==> src/rtl/egr_rrq_arb.sv <==
// Round-robin read-request arbiter: per-channel FIFOs feed a single tagged
// mesh read interface, with a tag pool released by completed responses.
module egr_rrq_arb #(
    parameter int  NUM_REQ         = 4,
    parameter int  ADDR_W          = 20,
    parameter int  FIFO_DEPTH      = 4,
    parameter int  MAX_OUTSTANDING = 16,
    localparam int TAG_W           = $clog2(MAX_OUTSTANDING),
    localparam int SRC_W           = $clog2(NUM_REQ),
    localparam int USE_W           = $clog2(MAX_OUTSTANDING + 1)
) (
    input  logic                      clk,
    input  logic                      rst_n,
    input  logic [NUM_REQ-1:0]        rq_valid,
    output logic [NUM_REQ-1:0]        rq_ready,
    input  logic [NUM_REQ*ADDR_W-1:0] rq_addr,
    output logic                      mri_req_valid,
    input  logic                      mri_req_ready,
    output logic [ADDR_W-1:0]         mri_req_addr,
    output logic [SRC_W-1:0]          mri_req_src,
    output logic [TAG_W-1:0]          mri_req_tag,
    input  logic                      mri_rsp_valid,
    input  logic [TAG_W-1:0]          mri_rsp_tag,
    output logic [USE_W-1:0]          tags_in_use,
    output logic                      err_bad_tag
);

    localparam int PTR_W = $clog2(FIFO_DEPTH);
    localparam int CNT_W = $clog2(FIFO_DEPTH + 1);

    logic [ADDR_W-1:0]          mem    [NUM_REQ][FIFO_DEPTH];
    logic [PTR_W-1:0]           wr_ptr [NUM_REQ];
    logic [PTR_W-1:0]           rd_ptr [NUM_REQ];
    logic [CNT_W-1:0]           cnt    [NUM_REQ];
    logic [NUM_REQ-1:0]         nonempty, push, pop;

    logic [SRC_W-1:0]           rr_ptr, arb_src, cand;
    logic                       arb_found;
    logic [MAX_OUTSTANDING-1:0] bitmap, bitmap_nxt;
    logic [TAG_W-1:0]           free_tag;
    logic                       free_found;

    logic                       lock_q;
    logic [SRC_W-1:0]           lock_src;
    logic [ADDR_W-1:0]          lock_addr;
    logic [TAG_W-1:0]           lock_tag;

    logic [SRC_W-1:0]           gnt_src;
    logic [ADDR_W-1:0]          gnt_addr;
    logic [TAG_W-1:0]           gnt_tag;
    logic                       req_vld, hs, rel_ok, rel_bad;

    // Ready comes only from the registered count; a same-cycle pop does not help.
    always_comb begin
        rq_ready = '0;
        nonempty = '0;
        push     = '0;
        pop      = '0;
        for (int i = 0; i < NUM_REQ; i++) begin
            rq_ready[i] = (cnt[i] != CNT_W'(FIFO_DEPTH));
            nonempty[i] = (cnt[i] != '0);
            push[i]     = rq_valid[i] && rq_ready[i];
            pop[i]      = hs && (gnt_src == SRC_W'(i));
        end
    end

    always_ff @(posedge clk or negedge rst_n) begin
        if (!rst_n) begin
            for (int i = 0; i < NUM_REQ; i++) begin
                wr_ptr[i] <= '0;
                rd_ptr[i] <= '0;
                cnt[i]    <= '0;
            end
        end else begin
            for (int i = 0; i < NUM_REQ; i++) begin
                if (push[i]) wr_ptr[i] <= wr_ptr[i] + PTR_W'(1);
                if (pop[i])  rd_ptr[i] <= rd_ptr[i] + PTR_W'(1);
                if (push[i] && !pop[i])      cnt[i] <= cnt[i] + CNT_W'(1);
                else if (!push[i] && pop[i]) cnt[i] <= cnt[i] - CNT_W'(1);
            end
        end
    end

    always_ff @(posedge clk) begin
        for (int i = 0; i < NUM_REQ; i++) begin
            if (push[i]) mem[i][wr_ptr[i]] <= rq_addr[i*ADDR_W +: ADDR_W];
        end
    end

    always_comb begin
        arb_found = 1'b0;
        arb_src   = '0;
        cand      = '0;
        for (int k = 0; k < NUM_REQ; k++) begin
            cand = SRC_W'((int'(rr_ptr) + k) % NUM_REQ);
            if (!arb_found && nonempty[cand]) begin
                arb_found = 1'b1;
                arb_src   = cand;
            end
        end
    end

    always_comb begin
        free_found = 1'b0;
        free_tag   = '0;
        for (int k = 0; k < MAX_OUTSTANDING; k++) begin
            if (!free_found && !bitmap[k]) begin
                free_found = 1'b1;
                free_tag   = TAG_W'(k);
            end
        end
    end

    // A locked request keeps its tag free in the bitmap, so valid needs no free-tag term.
    assign gnt_src  = lock_q ? lock_src  : arb_src;
    assign gnt_addr = lock_q ? lock_addr : mem[arb_src][rd_ptr[arb_src]];
    assign gnt_tag  = lock_q ? lock_tag  : free_tag;
    assign req_vld  = lock_q || (arb_found && free_found);
    assign hs       = req_vld && mri_req_ready;

    assign mri_req_valid = req_vld;
    assign mri_req_addr  = req_vld ? gnt_addr : '0;
    assign mri_req_src   = req_vld ? gnt_src  : '0;
    assign mri_req_tag   = req_vld ? gnt_tag  : '0;

    always_comb begin
        bitmap_nxt = bitmap;
        rel_ok     = mri_rsp_valid && bitmap[mri_rsp_tag];
        rel_bad    = mri_rsp_valid && !bitmap[mri_rsp_tag];
        if (rel_ok) bitmap_nxt[mri_rsp_tag] = 1'b0;
        if (hs)     bitmap_nxt[gnt_tag]     = 1'b1;
    end

    always_ff @(posedge clk or negedge rst_n) begin
        if (!rst_n) begin
            bitmap      <= '0;
            rr_ptr      <= '0;
            lock_q      <= 1'b0;
            lock_src    <= '0;
            lock_addr   <= '0;
            lock_tag    <= '0;
            tags_in_use <= '0;
            err_bad_tag <= 1'b0;
        end else begin
            bitmap <= bitmap_nxt;
            if (hs && !rel_ok)      tags_in_use <= tags_in_use + USE_W'(1);
            else if (!hs && rel_ok) tags_in_use <= tags_in_use - USE_W'(1);
            if (rel_bad) err_bad_tag <= 1'b1;
            if (hs) begin
                rr_ptr <= (gnt_src == SRC_W'(NUM_REQ - 1)) ? '0 : gnt_src + SRC_W'(1);
                lock_q <= 1'b0;
            end else if (req_vld) begin
                lock_q    <= 1'b1;
                lock_src  <= gnt_src;
                lock_addr <= gnt_addr;
                lock_tag  <= gnt_tag;
            end
        end
    end

endmodule

==> config.mk <==
export PLATFORM = sky130hd
export DESIGN_NAME = egr_rrq_arb
export DESIGN_NICKNAME = d
export VERILOG_FILES = /design/src/rtl/egr_rrq_arb.sv
export SDC_FILE = /design/constraint.sdc
export NUM_CORES = 1
export LEC_CHECK = 0
export ABC_AREA = 1
export CAP_MARGIN = 20
export CORE_ASPECT_RATIO = 1.75
export CORE_MARGIN = 2
export CORE_UTILIZATION = 35
export CTS_CLUSTER_SIZE = 24
export DETAILED_ROUTE_END_ITERATION = 8
export SYNTH_ARGS = -nofsm -noshare
export SYNTH_HDL_FRONTEND = slang
export SYNTH_SLANG_ARGS = --single-unit
export TNS_END_PERCENT = 1
==> constraint.sdc <==
create_clock -name clk -period 10.4 [get_ports clk]
set_input_delay 2.08 -clock clk [delete_from_list [all_inputs] [get_ports clk]]
set_output_delay 2.08 -clock clk [all_outputs]
set_load 0.02 [all_outputs]
**The metal 2 layer**

Bar = 50 um.
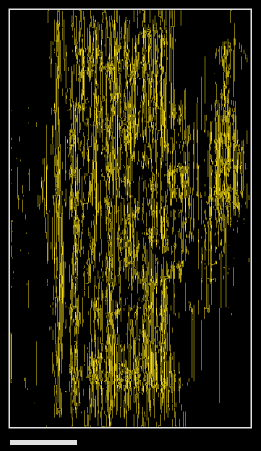
The layer holds 50% of the routed length. 1592 nets have wire on it. The wires run mostly vertical. The layer carries 26.0 mm of wire. The longest straight run is 103 um.

**Sequential cells grouped by signal name**

Bar = 50 um.
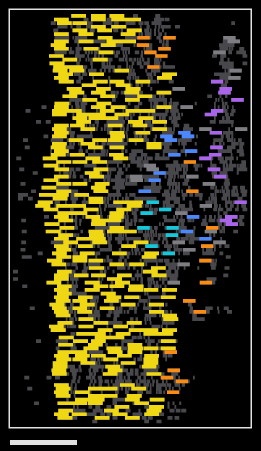
Blue marks cnt, sequential cells 12. Cyan marks rd_ptr, sequential cells 8. Orange marks lock_addr, sequential cells 20. Yellow marks mem, sequential cells 320. Purple marks bitmap, sequential cells 16.
Another 23 sequential cells are not colored.

**Congestion heat map**

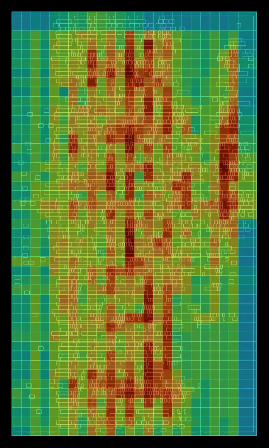
met1 Use GR: 22.7%
grt met3 use: 2.76%
drt wl/cell: 19.4 um

==> impl_metrics.ini <==
; synthesis and place-and-route metrics
[status]
status = finished, final reports clean

[synth]
postSynthSeqShare_pct = 61.7
ff_type = edfxtp_1
ys_ff = 399
adder_share_pct = 2.40
simple_gate_area_share_pct = 26.5
ys_top_logic_family = simple AND/OR/NAND/NOR gates

[pwr]
p_switching_mw = 3.59
seqPwrFrac_pct = 29.5
p_leak_nw = 9.00
vdd_drop_max_v = 0.000345
p_int_mw = 4.30
switching_share_pct = 45.5
powerDensity_mw_per_mm2 = 360

[placement]
dp_hpwl_mm = 34.7

[die]
dieWidth_um = 179
fp_util_pct = 35.3

[clock_network]
clock-sinks = 399
cts_buffers = 37

[drt]
dr.pass1.iters = 7
top_layer = met4
wl_met1_mm = 20.7
wl_mm = 52.1

[timing]
rsz0062_at_grt = no
fin_skew_ns = 0.0316
fmax_mhz = 130

[grt]
grt.overflow.total = 0

[cells_and_area]
layout-drive-gt1-share_pct = 7.69
syn_to_final_growth_pct = 16.9

[worst_setup_path]
cp_top_family = simple AND/OR/NAND/NOR gates
## flip-flops by register name, summed over array words and instances, names as in the netlist
register / count
mem: 320
lock_addr: 20
bitmap: 16
cnt: 12
rd_ptr: 8
wr_ptr: 8
tags_in_use: 5
lock_tag: 4
lock_src: 2
rr_ptr: 2
err_bad_tag: 1
lock_q: 1
## cells in the final DEF (no fill, tap or decap), types with 13 or more instances in the layout
cell type	instances
edfxtp_1	320
nor2_1	63
xor2_1	13
buf_4	17
nand3b_1	40
dfrtp_1	79
clkdlybuf4s50_1	127
nand2_1	622
o21ai_0	40
or2_2	23
clkbuf_16	38
ha_1	28
nand3_1	328
inv_1	124
## metrics by stage
step | worst slack, ns | area (um2) | instances
2_1_floorplan | 5.92 | 18800 | 1886
3_3_place_gp | 3.21 | 20500 | 2616
3_5_place_dp | 3.12 | 20500 | 2616
4_1_cts | 2.51 | 21800 | 2683
5_1_grt | 2.30 | 21900 | 2686
6_report | 2.74 | 21900 | 2686
## power groups by stage
stage	combinational, mW	clock [mW]	sequential, mW
2_1_floorplan	2.87	0	2.32
3_5_place_dp	4.05	0	2.36
4_1_cts	4.07	1.50	2.33
6_report	4.10	1.47	2.33
3_3_place_gp	3.97	0	2.35
5_1_grt	4.57	1.56	2.37
## worst min-delay path, stage by stage, from the launching register on
cell	delay, ns
dfrtp_1	0.34
nand2_1	0.05
nand2_1	0.05
## per-layer routing
metal | global-route usage, % | vias up
met5 | 0 | -
met4 | 9.02 | 0
met3 | 2.76 | 113
met2 | 32.7 | 439
met1 | 22.7 | 6561
li1 | - | 6489
## area by class of cell
class	count	area share, %
clock buffer	48	4.71
clock inverter	19	1.24
inverter	131	2.26
multi-input combinational	1258	28.3
sequential	399	52.8
tap	684	3.90
timing repair buffer	147	6.75
No activity file was given, so power comes from the tool's default toggle rates.
